$ cat config.mk
export PLATFORM = sky130hd
export DESIGN_NAME = core_dmem_arbiter
export DESIGN_NICKNAME = d
export VERILOG_FILES = /design/src/rtl/core_dmem_arbiter.sv
export SDC_FILE = /design/constraint.sdc
export NUM_CORES = 1
export LEC_CHECK = 0
export CAP_MARGIN = 40
export CORE_MARGIN = 2
export CORE_UTILIZATION = 42
export DETAILED_ROUTE_END_ITERATION = 10
export HOLD_SLACK_MARGIN = 0.03
export PLACE_DENSITY_LB_ADDON = 0.15
export REMOVE_ABC_BUFFERS = 1
export SLEW_MARGIN = 20
export SYNTH_ARGS = -nofsm -noshare
export SYNTH_HDL_FRONTEND = slang
export SYNTH_SLANG_ARGS = --single-unit
$ cat constraint.sdc
create_clock -name i_clk -period 2.3 [get_ports i_clk]
set_input_delay 0.46 -clock i_clk [delete_from_list [all_inputs] [get_ports i_clk]]
set_output_delay 0.46 -clock i_clk [all_outputs]
set_load 0.05 [all_outputs]
$ cat src/rtl/core_dmem_arbiter.sv
`default_nettype none
// ============================================================================
//  Module      : core_dmem_arbiter
//  Description : N-core data-memory arbiter onto one shared data bus with
//                round-robin or fixed-priority selection, per-core enable
//                masking and a bus timeout that returns an error to the core.
//  Revision    : 1.0  initial release
// ============================================================================
module core_dmem_arbiter #(
    parameter int NCORES  = 2,
    parameter int RW      = 16,
    parameter int SELW    = 2,
    parameter int RR      = 1,
    parameter int TIMEOUT = 64
) (
    input  logic                   i_clk,
    input  logic                   i_rst_n,
    input  logic [NCORES-1:0]      i_core_en,
    input  logic [NCORES-1:0]      i_req,
    input  logic [NCORES-1:0]      i_we,
    input  logic [NCORES*RW-1:0]   i_addr,
    input  logic [NCORES*RW-1:0]   i_wdata,
    input  logic [NCORES*SELW-1:0] i_sel,
    input  logic [NCORES-1:0]      i_long,
    input  logic [NCORES*8-1:0]    i_addr_high,
    output logic [NCORES-1:0]      o_ack,
    output logic [NCORES-1:0]      o_err,
    output logic [RW-1:0]          o_rdata,
    output logic                   o_mem_req,
    output logic                   o_mem_we,
    output logic [RW-1:0]          o_mem_addr,
    output logic [RW-1:0]          o_mem_data,
    output logic [SELW-1:0]        o_mem_sel,
    output logic                   o_mem_long,
    output logic [7:0]             o_mem_addr_high,
    input  logic                   i_mem_ack,
    input  logic                   i_mem_err,
    input  logic [RW-1:0]          i_mem_rdata
);

    localparam int GW = (NCORES > 1) ? $clog2(NCORES) : 1;
    localparam int CW = (TIMEOUT > 0) ? $clog2(TIMEOUT + 1) : 1;
    localparam logic [GW-1:0] LAST_RST = GW'(NCORES - 1);
    localparam logic [CW-1:0] CNT_LAST = CW'((TIMEOUT > 0) ? TIMEOUT - 1 : 0);

    typedef enum logic [1:0] {
        IDLE = 2'd0,
        BUSY = 2'd1,
        DONE = 2'd2
    } state_t;

    state_t            state, state_nxt;
    logic [GW-1:0]     grant, grant_nxt;
    logic [GW-1:0]     last, last_nxt;
    logic [GW-1:0]     pick;
    logic              found;
    logic [CW-1:0]     cnt, cnt_nxt;
    logic [NCORES-1:0] elig;

    logic [NCORES-1:0] ack_nxt, err_nxt;
    logic [RW-1:0]     rdata_nxt;
    logic              mreq_nxt, mwe_nxt, mlong_nxt;
    logic [RW-1:0]     maddr_nxt, mdata_nxt;
    logic [SELW-1:0]   msel_nxt;
    logic [7:0]        mhigh_nxt;

    assign elig = i_req & i_core_en;

    // Winner selection: rotating priority starting after the last grant, or lowest index.
    always_comb begin
        pick  = '0;
        found = 1'b0;
        if (RR != 0) begin
            for (int k = 0; k < NCORES; k++) begin
                for (int i = 0; i < NCORES; i++) begin
                    if (!found && elig[i] && (i == (int'(last) + 1 + k) % NCORES)) begin
                        found = 1'b1;
                        pick  = GW'(i);
                    end
                end
            end
        end else begin
            for (int i = NCORES - 1; i >= 0; i--) begin
                if (elig[i]) begin
                    pick = GW'(i);
                end
            end
        end
    end

    // Next-state and next-output computation; every output is taken from a register.
    always_comb begin
        state_nxt = state;
        grant_nxt = grant;
        last_nxt  = last;
        cnt_nxt   = cnt;
        ack_nxt   = o_ack;
        err_nxt   = o_err;
        rdata_nxt = o_rdata;
        mreq_nxt  = o_mem_req;
        mwe_nxt   = o_mem_we;
        maddr_nxt = o_mem_addr;
        mdata_nxt = o_mem_data;
        msel_nxt  = o_mem_sel;
        mlong_nxt = o_mem_long;
        mhigh_nxt = o_mem_addr_high;
        case (state)
            IDLE: begin
                if (|elig) begin
                    grant_nxt = pick;
                    mreq_nxt  = 1'b1;
                    mwe_nxt   = i_we[pick];
                    maddr_nxt = i_addr[pick*RW +: RW];
                    mdata_nxt = i_wdata[pick*RW +: RW];
                    msel_nxt  = i_sel[pick*SELW +: SELW];
                    mlong_nxt = i_long[pick];
                    mhigh_nxt = i_addr_high[pick*8 +: 8];
                    cnt_nxt   = '0;
                    state_nxt = BUSY;
                end
            end
            BUSY: begin
                if (i_mem_ack) begin
                    mreq_nxt  = 1'b0;
                    ack_nxt   = NCORES'(1) << grant;
                    err_nxt   = NCORES'(i_mem_err) << grant;
                    rdata_nxt = i_mem_rdata;
                    // Only a real bus completion moves the round-robin pointer.
                    last_nxt  = grant;
                    state_nxt = DONE;
                end else if ((TIMEOUT != 0) && (cnt == CNT_LAST)) begin
                    mreq_nxt  = 1'b0;
                    ack_nxt   = NCORES'(1) << grant;
                    err_nxt   = NCORES'(1) << grant;
                    rdata_nxt = '0;
                    state_nxt = DONE;
                end else if (cnt != '1) begin
                    cnt_nxt = cnt + 1'b1;
                end
            end
            DONE: begin
                // One quiet cycle lets the core drop or renew its request.
                ack_nxt   = '0;
                err_nxt   = '0;
                rdata_nxt = '0;
                state_nxt = IDLE;
            end
            default: begin
                state_nxt = IDLE;
            end
        endcase
    end

    // Control state: FSM, grant, round-robin pointer and timeout counter.
    always_ff @(posedge i_clk or negedge i_rst_n) begin
        if (!i_rst_n) begin
            state <= IDLE;
            grant <= '0;
            last  <= LAST_RST;
            cnt   <= '0;
        end else begin
            state <= state_nxt;
            grant <= grant_nxt;
            last  <= last_nxt;
            cnt   <= cnt_nxt;
        end
    end

    // Registered core-side and bus-side outputs.
    always_ff @(posedge i_clk or negedge i_rst_n) begin
        if (!i_rst_n) begin
            o_ack           <= '0;
            o_err           <= '0;
            o_rdata         <= '0;
            o_mem_req       <= 1'b0;
            o_mem_we        <= 1'b0;
            o_mem_addr      <= '0;
            o_mem_data      <= '0;
            o_mem_sel       <= '0;
            o_mem_long      <= 1'b0;
            o_mem_addr_high <= '0;
        end else begin
            o_ack           <= ack_nxt;
            o_err           <= err_nxt;
            o_rdata         <= rdata_nxt;
            o_mem_req       <= mreq_nxt;
            o_mem_we        <= mwe_nxt;
            o_mem_addr      <= maddr_nxt;
            o_mem_data      <= mdata_nxt;
            o_mem_sel       <= msel_nxt;
            o_mem_long      <= mlong_nxt;
            o_mem_addr_high <= mhigh_nxt;
        end
    end

endmodule
`default_nettype wire

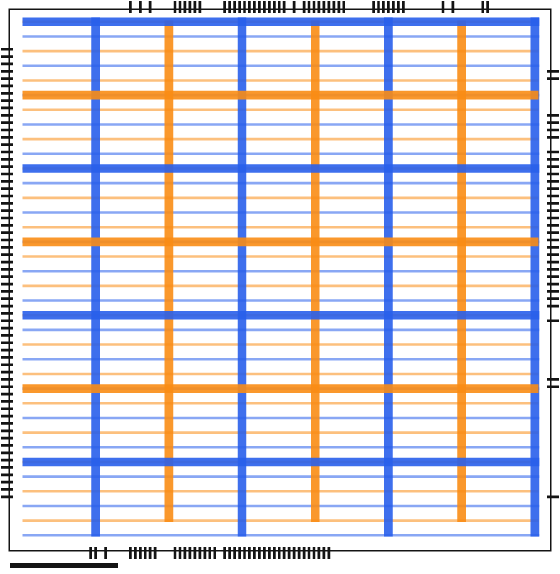
(run_1/pdn.png)
Bar = 20 µm. Pins as bars on the die edge.
Orange is VDD. Blue is VSS.
36 met1 rails follow the rows. The core has 35 rows. 177 signal pins sit on the boundary. 7 straps on met5.
VDD IR max: 0.806 mV
core area: 9110 µm²
die width: 100 µm
die outline height: 100 µm

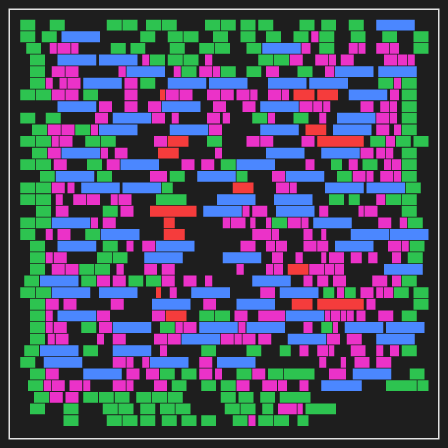
(run_1/cell_classes.png)
Magenta is all other logic, cells 249, share of their area 31%. Green is other buffers and delay cells, cells 191, share of their area 33%. Blue is flip-flops, cells 76, share of their area 32%. Red is clock drivers and dummy loads, cells 16, share of their area 4.1%.

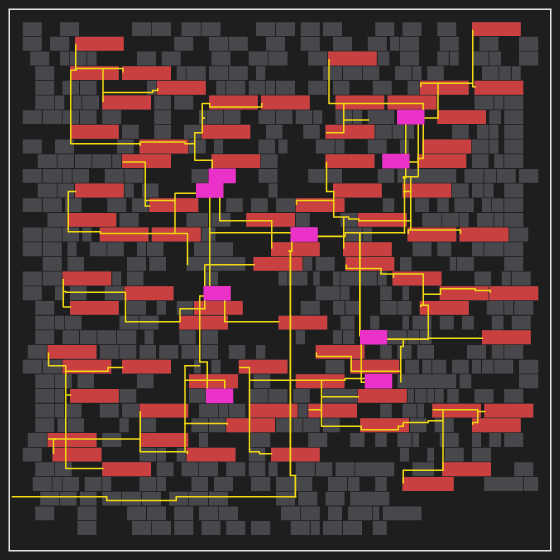
(run_1/clock_map.png)
Red is flip-flops, count 76. Magenta is cells driving clock nets, count 9. Yellow is clock wires, length 1010 µm.
There are 10 routed clock nets.

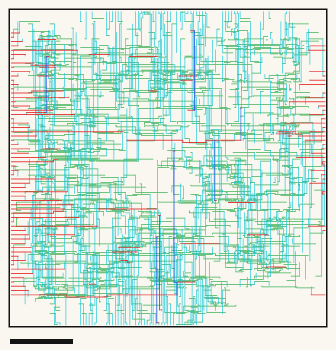
(run_1/metal_stack.png)
Bar = 20 µm.
Blue is met4, wire length 176 µm. Red is met3, wire length 858 µm. Cyan is met2, wire length 6350 µm. Green is met1, wire length 5140 µm.
total track usage: 25.1%
Routed WL: 12.5 mm
via count: 3869
DR WL/cell: 19.5 µm

==> run 1: cells by family (layout without fill, tap and decap cells) <==
kind of cell               after synthesis  after routing  share of synthesized area (%)
DFF                                     76             76                           49.1
adders and majority gates                1              1                          0.323
and+or+nand+nor                         50             50                           8.10
buffers and inverters                   47            211                           5.10
AOI/OAI and AO/OA                      188            188                           35.8
muxes                                    6              6                           1.58
==> run 1: worst register-to-register path, delay by kind of cell (launching register included) <==
| kind | cells | cell delay [ns] |
|---|---|---|
| AOI/OAI and AO/OA | 2 | 0.74 |
| and+or+nand+nor | 1 | 0.13 |
| DFF | 1 | 0.40 |
| buffers and inverters | 1 | 0.19 |
| adders and majority gates | 1 | 0.27 |
==> run 1: sequential cells by signal, indices dropped and copies added, names as in the netlist, 2 cells and up <==
register	cells
o_rdata	16
o_err	2
o_ack	2
o_mem_data	16
cnt	7
o_mem_addr	16
o_mem_addr_high	8
o_mem_sel	2
state	2
==> run 1: area by class of cell <==
class | count | area (µm²)
repair buffers | 191 | 1930
fillers | 759 | 3090
clock inverters | 4 | 97.6
multi-input cells | 245 | 1790
well taps | 111 | 139
flip-flops and latches | 76 | 1900
inverters | 4 | 15.0
clock buffers | 12 | 145
==> run 1: per-stage QoR <==
step	setup slack (ns)	hold WS, ns	util [%]
final	0.281	0.0333	66.1
after global routing	0.223	0.0537	66.1
after CTS	0.254	0.0324	66.1
after detailed placement	0.241	0.410	63.4
after global placement	0.283	0.412	63.4
after floorplan	-1.05	0.164	-
==> run 1: layer usage <==
| layer | GRT usage (%) | wire length, µm |
|---|---|---|
| met3 | 5.71 | 858 |
| met1 | 32.1 | 5140 |
| met5 | 0 | 0 |
| met4 | 9.27 | 175 |
| met2 | 41.8 | 6350 |
==> run 1: cell usage in the layout (no fill, tap or decap), types with 2 or more instances in the layout <==
master           instances
a311oi_1                44
o21ai_0                 51
a21oi_1                 18
mux2i_1                  5
and2_1                   3
buf_12                   5
o2bb2ai_1               16
nor2b_1                 17
bufinv_16                3
a32o_1                   2
buf_4                   11
nor3_1                   3
a221o_1                  4
nor2_1                   2
and3_1                   3
inv_1                    4
a2bb2oi_1               44
o211ai_1                 3
dfrtp_1                 75
nand2_1                  5
clkbuf_8                10
clkdlybuf4s50_1        175
clkbuf_1                 2
nand2b_1                 6
==> run 1: power breakdown <==
group | total (µW) | internal [µW] | switching (µW)
sequential | 2260 | 1880 | 380
combinational | 4440 | 1670 | 2770
clock | 1250 | 753 | 494
==> run 1: how the worst max path moves through the flow <==
stage                     slack [ns]            from        endpoint  cells past startpoint
after global placement          0.28        i_req[0]          cnt[5]                      6
final                           0.28  o_mem_addr[13]  o_mem_addr[13]                      1
after floorplan                -1.05    i_core_en[0]   o_mem_addr[0]                      3
after detailed placement        0.24        i_req[0]          cnt[5]                      6
after CTS                       0.25        o_ack[0]        o_ack[0]                      1
after global routing            0.22        o_ack[0]        o_ack[0]                      1
==> CHANGELOG.md, run 1 <==
### Implementation results

* Initial DRC Count at roughly 170
* Max Root-Sink Buffers at 2
* Reg2reg start: cnt[0]
* Hold Fails Final Rpt at 0
* Area grow syn2layout at 55.3%
* Share of cells above drive strength 1 at 7.14%
* R2r endpoint: o_ack[1]
* Fin cells at approximately 640
* Synth Flop Type: dfrtp_1
* Relative slew slack at 50.1%
* Outcome: finished clean
* Synth top cell by count: dfrtp_1
* Row Count at 35
* Register share after synthesis at 49.1%
* Initial antenna violation count at 0
* Port bufs at around 180
* EDFF count, synth at 0
* Reg2reg setup slack at 0.47 ns
* Dominant cell area share at 48.4%
* Antenna-violating nets left at 0
* DP Area at 5780 µm²
* PwrDens at around 1300 nW/µm²
* Cell variety after synth at approximately 43
* Avg Synthesized Cell Area at roughly 11 µm²
==> run_1/final_congestion.png <==
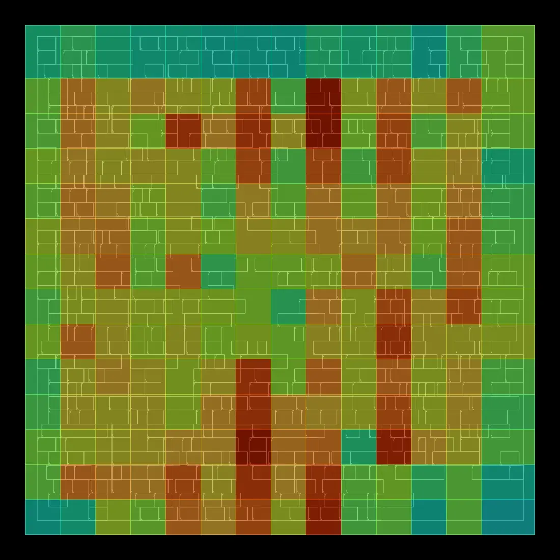

==> inputs of run 2 (changes only) <==
--- a/config.mk
+++ b/config.mk
@@ -10,7 +10,7 @@
 export CORE_UTILIZATION = 42
 export DETAILED_ROUTE_END_ITERATION = 10
 export HOLD_SLACK_MARGIN = 0.03
-export PLACE_DENSITY_LB_ADDON = 0.15
+export PLACE_DENSITY = 0.81
 export REMOVE_ABC_BUFFERS = 1
 export SLEW_MARGIN = 20
 export SYNTH_ARGS = -nofsm -noshare
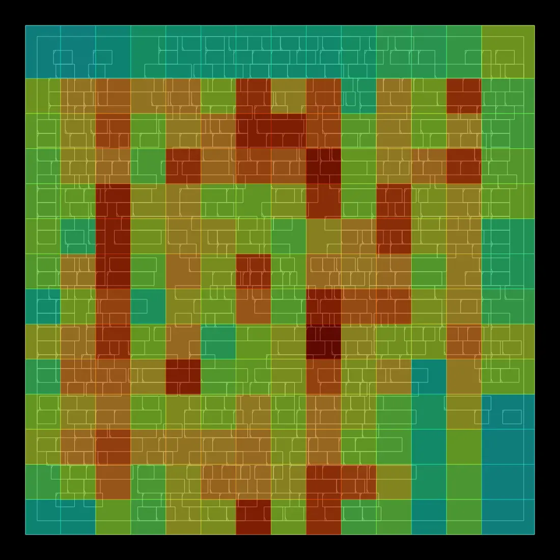
(run_2/final_congestion.png)
Core Util, Final: 65.6%
total track usage: 24.6%

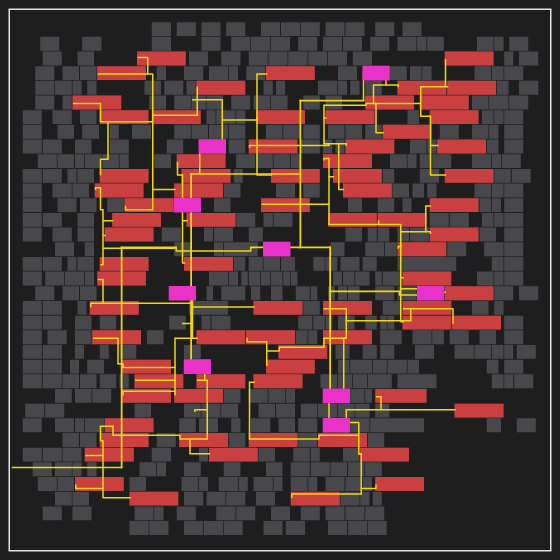
(run_2/clock_map.png)
Magenta is cells driving clock nets, count 9. Yellow is clock wires, length 980 µm. Red is flip-flops, count 76.
Position of the flops: spread over the die.
clk_skew: 0.0157 ns
part of the power in the clock network: 13.9%

==> run 2 against run 1 <==
  * Synthesized cell count unchanged
  * Hold slack better by 0.48 ns
  * First-iteration DRC count up 56%
  * Critical path type unchanged
  * Cell area down 0.75%
  * Highest routed layer unchanged
  * Global-route usage down 0.51 points
  * Critical endpoint is now o_mem_req
  * Area after synthesis unchanged
  * Utilization down 0.49 points
  * Via count down 0.34%
  * Wire length down 2.7%
  * Clock-buffer cell count down 3
==> CHANGELOG.md, run 2 <==
### Implementation results

* Relative slew slack at between 40% and 50%
* Die width at 100 µm
* Area grow syn2layout at 54.1%
* Routed WL at 12.2 mm
* Initial DRC Count at 265
* Most numerous logic cell after layout: clkdlybuf4s50_1
* Reg2reg setup slack at 0.43 ns
* Most numerous logic cells after layout: clkdlybuf4s50_1, dfrtp_1, o21ai_0
* Pint at between 4000 and 5000 µW
* Row Count at 35
* Antenna-violating nets left at 0
* Largest registers: o_mem_addr x16, o_mem_data x16, o_rdata x16
* Switching share of total power at a little under half
* CP Capture Point: o_mem_req
* Die outline height at 100 µm
* WP depth at 1
* Outcome: finished clean
* Fillers at 714
* VDD IR max at 0.616 mV
* Max Root-Sink Buffers at 2
* Core area at 9110 µm²
* Setup crit start: o_mem_req
* Combinational power share at 56.9%
* Avg Synthesized Cell Area at 10.5 µm²
* Register area at 1900 µm²
* R2r endpoint: o_mem_data[13]
* Share of cells above drive strength 1 at 7.50%
* Port bufs at 176
* Synth top cell by count: dfrtp_1
* EDFF count, synth at 0
* Reg2reg start: state[1]
* Synth Flop Type: dfrtp_1
* Hold Fails Final Rpt at 0
## run 2: cells by family after synthesis
kind of cell | share of synthesized area (%)
AND-OR/OR-AND | 35.8
adder cells (fa/ha/maj) | 0.323
buffers and inverters | 5.10
flip-flops | 49.1
multiplexers | 1.58
AND/OR/NAND/NOR | 8.10
## run 2: timing repair
item / 4_1_cts / 5_1_grt
endpoints found under the hold margin: 1 / 0
endpoints found under the setup margin: 0 / 0
hold buffers: 1 / 0
gates resized: 0 / 0
## run 2: how the worst min path moves through the flow
stage                              to  cells after the start
final                      o_rdata[2]                      1
after global routing       o_rdata[2]                      1
after CTS                 o_rdata[11]                      1
after detailed placement   o_rdata[7]                      1
after global placement     o_rdata[7]                      1
after floorplan                cnt[0]                      0
## run 2: power groups by stage
stage | clock [µW] | sequential [µW] | combinational, µW
2_1_floorplan | 0 | 4000 | 1040
3_3_place_gp | 0 | 2260 | 4340
3_5_place_dp | 0 | 2260 | 4440
4_1_cts | 1090 | 2270 | 4440
5_1_grt | 1140 | 2340 | 4630
6_report | 1080 | 2270 | 4420
## run 2: cell type report
type	count	area share, %
Multi-Input combinational cell	245	29.9
Clock buffer	9	2.07
Inverter	4	0.251
Sequential cell	76	31.8
Timing Repair Buffer	192	32.2
Tap cell	111	2.32
Clock inverter	7	1.36
## run 2: stage by stage
stage | hold slack, ns | worst slack, ns | cell area (µm²) | cells | utilization, %
detailed placement | 0.422 | 0.0682 | 5760 | 627 | 63.3
floorplan | 0.164 | -1.05 | 3700 | 325 | -
finish | 0.512 | 0.260 | 5980 | 644 | 65.6
global route | 0.525 | 0.219 | 5980 | 644 | 65.6
global placement | 0.415 | -0.0573 | 5730 | 626 | 63.0
CTS | 0.515 | 0.250 | 5980 | 644 | 65.6
## run 2: routing by layer
metal	GRT usage, %	vias to the layer above	share of wire, %
li1	-	1775	-
met1	32.7	1860	42
met2	40.2	195	49
met3	4.25	26	7.2
met4	9.80	0	2.3
met5	0	-	0
==> inputs of run 3 (changes only) <==
--- a/config.mk
+++ b/config.mk
@@ -8,6 +8,7 @@
 export CAP_MARGIN = 40
 export CORE_MARGIN = 2
 export CORE_UTILIZATION = 42
+export CTS_CLUSTER_SIZE = 8
 export DETAILED_ROUTE_END_ITERATION = 10
 export HOLD_SLACK_MARGIN = 0.03
 export PLACE_DENSITY = 0.81
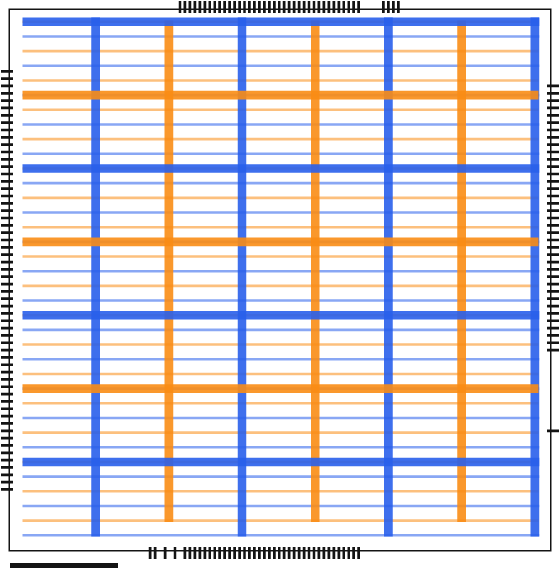
(run_3/pdn.png)
Bar = 20 µm. Pins as bars on the die edge.
Orange is VDD. Blue is VSS.
7 straps on met5. 36 met1 rails follow the rows. 177 signal pins sit on the boundary.

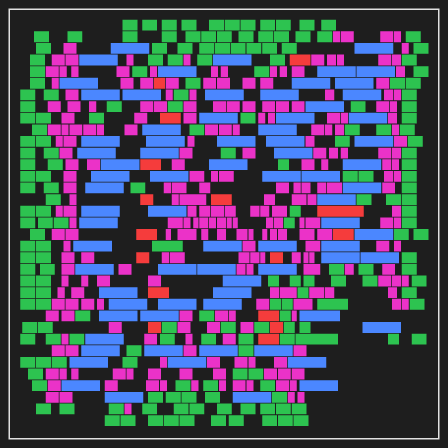
(run_3/cell_classes.png)
Seq area share: 31.8%
Row Count: 35

==> run 3 against run 2 <==
  * Worst setup slack did not move
  * Largest cell class unchanged
  * Synthesized cell count did not move
  * Die area did not move
  * Largest power group unchanged
  * Highest routed layer unchanged
  * Clock power barely moved
==> CHANGELOG.md, run 3 <==
### Implementation results

* Max Root-Sink Buffers at 2
* Core Util, Final at 65.6%
* Synth top cell by count: dfrtp_1
* Routed WL at 12.2 mm
* Worst-path fanout max at 3
* VDD IR max at 0.616 mV
* Area grow syn2layout at 54.1%
* Relative slew slack at about half
* DR vias/cell at 5.99
* Core area at 9110 µm²
* Max Clock Freq at ~0.5 GHz
* Switching power at 3710 µW
* Initial DRC Count at 265
* Combinational power share at 56.9%
* Register share after synthesis at just under 50%
* Part of the power in the clock network at approximately 14%
* IO Count at about 180
* Required time worst endpoint at 1.84 ns
* DP Area at ~5800 µm²
* Worst EP arrival at 1.58 ns
* PwrDens at 1300 nW/µm²
* Diodes inserted at 0
* Cell variety after synth at 43
* Total track usage at between 20% and 30%
* Pre-CTS setup slack at around 0.068 ns
* Initial antenna violation count at 0
* Share of cells above drive strength 1 at 7.50%
* Via count at 3856
* Dominant cell area share at 48.4%
* Synth Flop Type: dfrtp_1
* Die outline height at 100 µm
* Port bufs at 176
* Antenna-violating nets left at 0
* Sequential share of power at 29.2%
* DR WL/cell at approximately 19 µm
* Avg Synthesized Cell Area at 10.5 µm²
* Switching share of total power at 47.7%
* Hold Fails Final Rpt at 0
* EDFF count, synth at 0
* Fillers at 714
* Post-cts resize count at 0
* # Post-CTS Setup Buffers at 0
* Outcome: finished clean
* Most numerous logic cell after layout: clkdlybuf4s50_1
* Setup slack after layout at 0.260 ns
* Largest registers: o_mem_addr x16, o_mem_data x16, o_rdata x16
==> run 3: final timing paths <==
| path | from | slack, ns | cells after the start | end |
|---|---|---|---|---|
| setup / recovery | o_mem_req | 0.26 | 1 | o_mem_req |
| hold / removal | o_rdata[2] | 0.51 | 1 | o_rdata[2] |
| setup reg to reg | state[1] | 0.43 | 4 | o_mem_data[13] |
| hold reg to reg | o_rdata[2] | 0.51 | 1 | o_rdata[2] |
| max in group asynchronous | i_rst_n | 1.13 | 3 | o_rdata[12] |
| min in group asynchronous | i_rst_n | 0.57 | 2 | o_rdata[7] |
==> run 3: layout make-up <==
cell class	count	area, µm²	area share [%]
Clock buffer	9	124	2.07
Clock inverter	7	81.3	1.36
Inverter	4	15.0	0.251
Multi-Input combinational cell	245	1790	29.9
Sequential cell	76	1900	31.8
Tap cell	111	139	2.32
Timing Repair Buffer	192	1930	32.2
==> run 3: power groups by stage <==
stage | logic (µW) | registers (µW) | clock network (µW)
after floorplan | 1040 | 4000 | 0
after global placement | 4340 | 2260 | 0
after detailed placement | 4440 | 2260 | 0
after CTS | 4440 | 2270 | 1090
after global routing | 4630 | 2340 | 1140
final | 4420 | 2270 | 1080
==> run 3: routing by layer <==
metal	part of all wire (%)	track usage, %
met5	0	0
met4	2.3	9.80
met3	7.2	4.25
met2	49	40.2
met1	42	32.7
==> run 3: stage by stage <==
stage / hold WS (ns) / cells
after global placement: 0.415 / 626
after detailed placement: 0.422 / 627
after CTS: 0.515 / 644
after floorplan: 0.164 / 325
after global routing: 0.525 / 644
final: 0.512 / 644
==> run 3: cells by family (layout without fill, tap and decap cells) <==
family          Yosys count  in the layout  synth area share, %
compound gates          188            188                 35.8
flops                    76             76                 49.1
simple gates             50             50                 8.10
buf+inv                  47            212                 5.10
mux                       6              6                 1.58
fa+ha+maj                 1              1                0.323
Power and IR drop assume default switching activity.
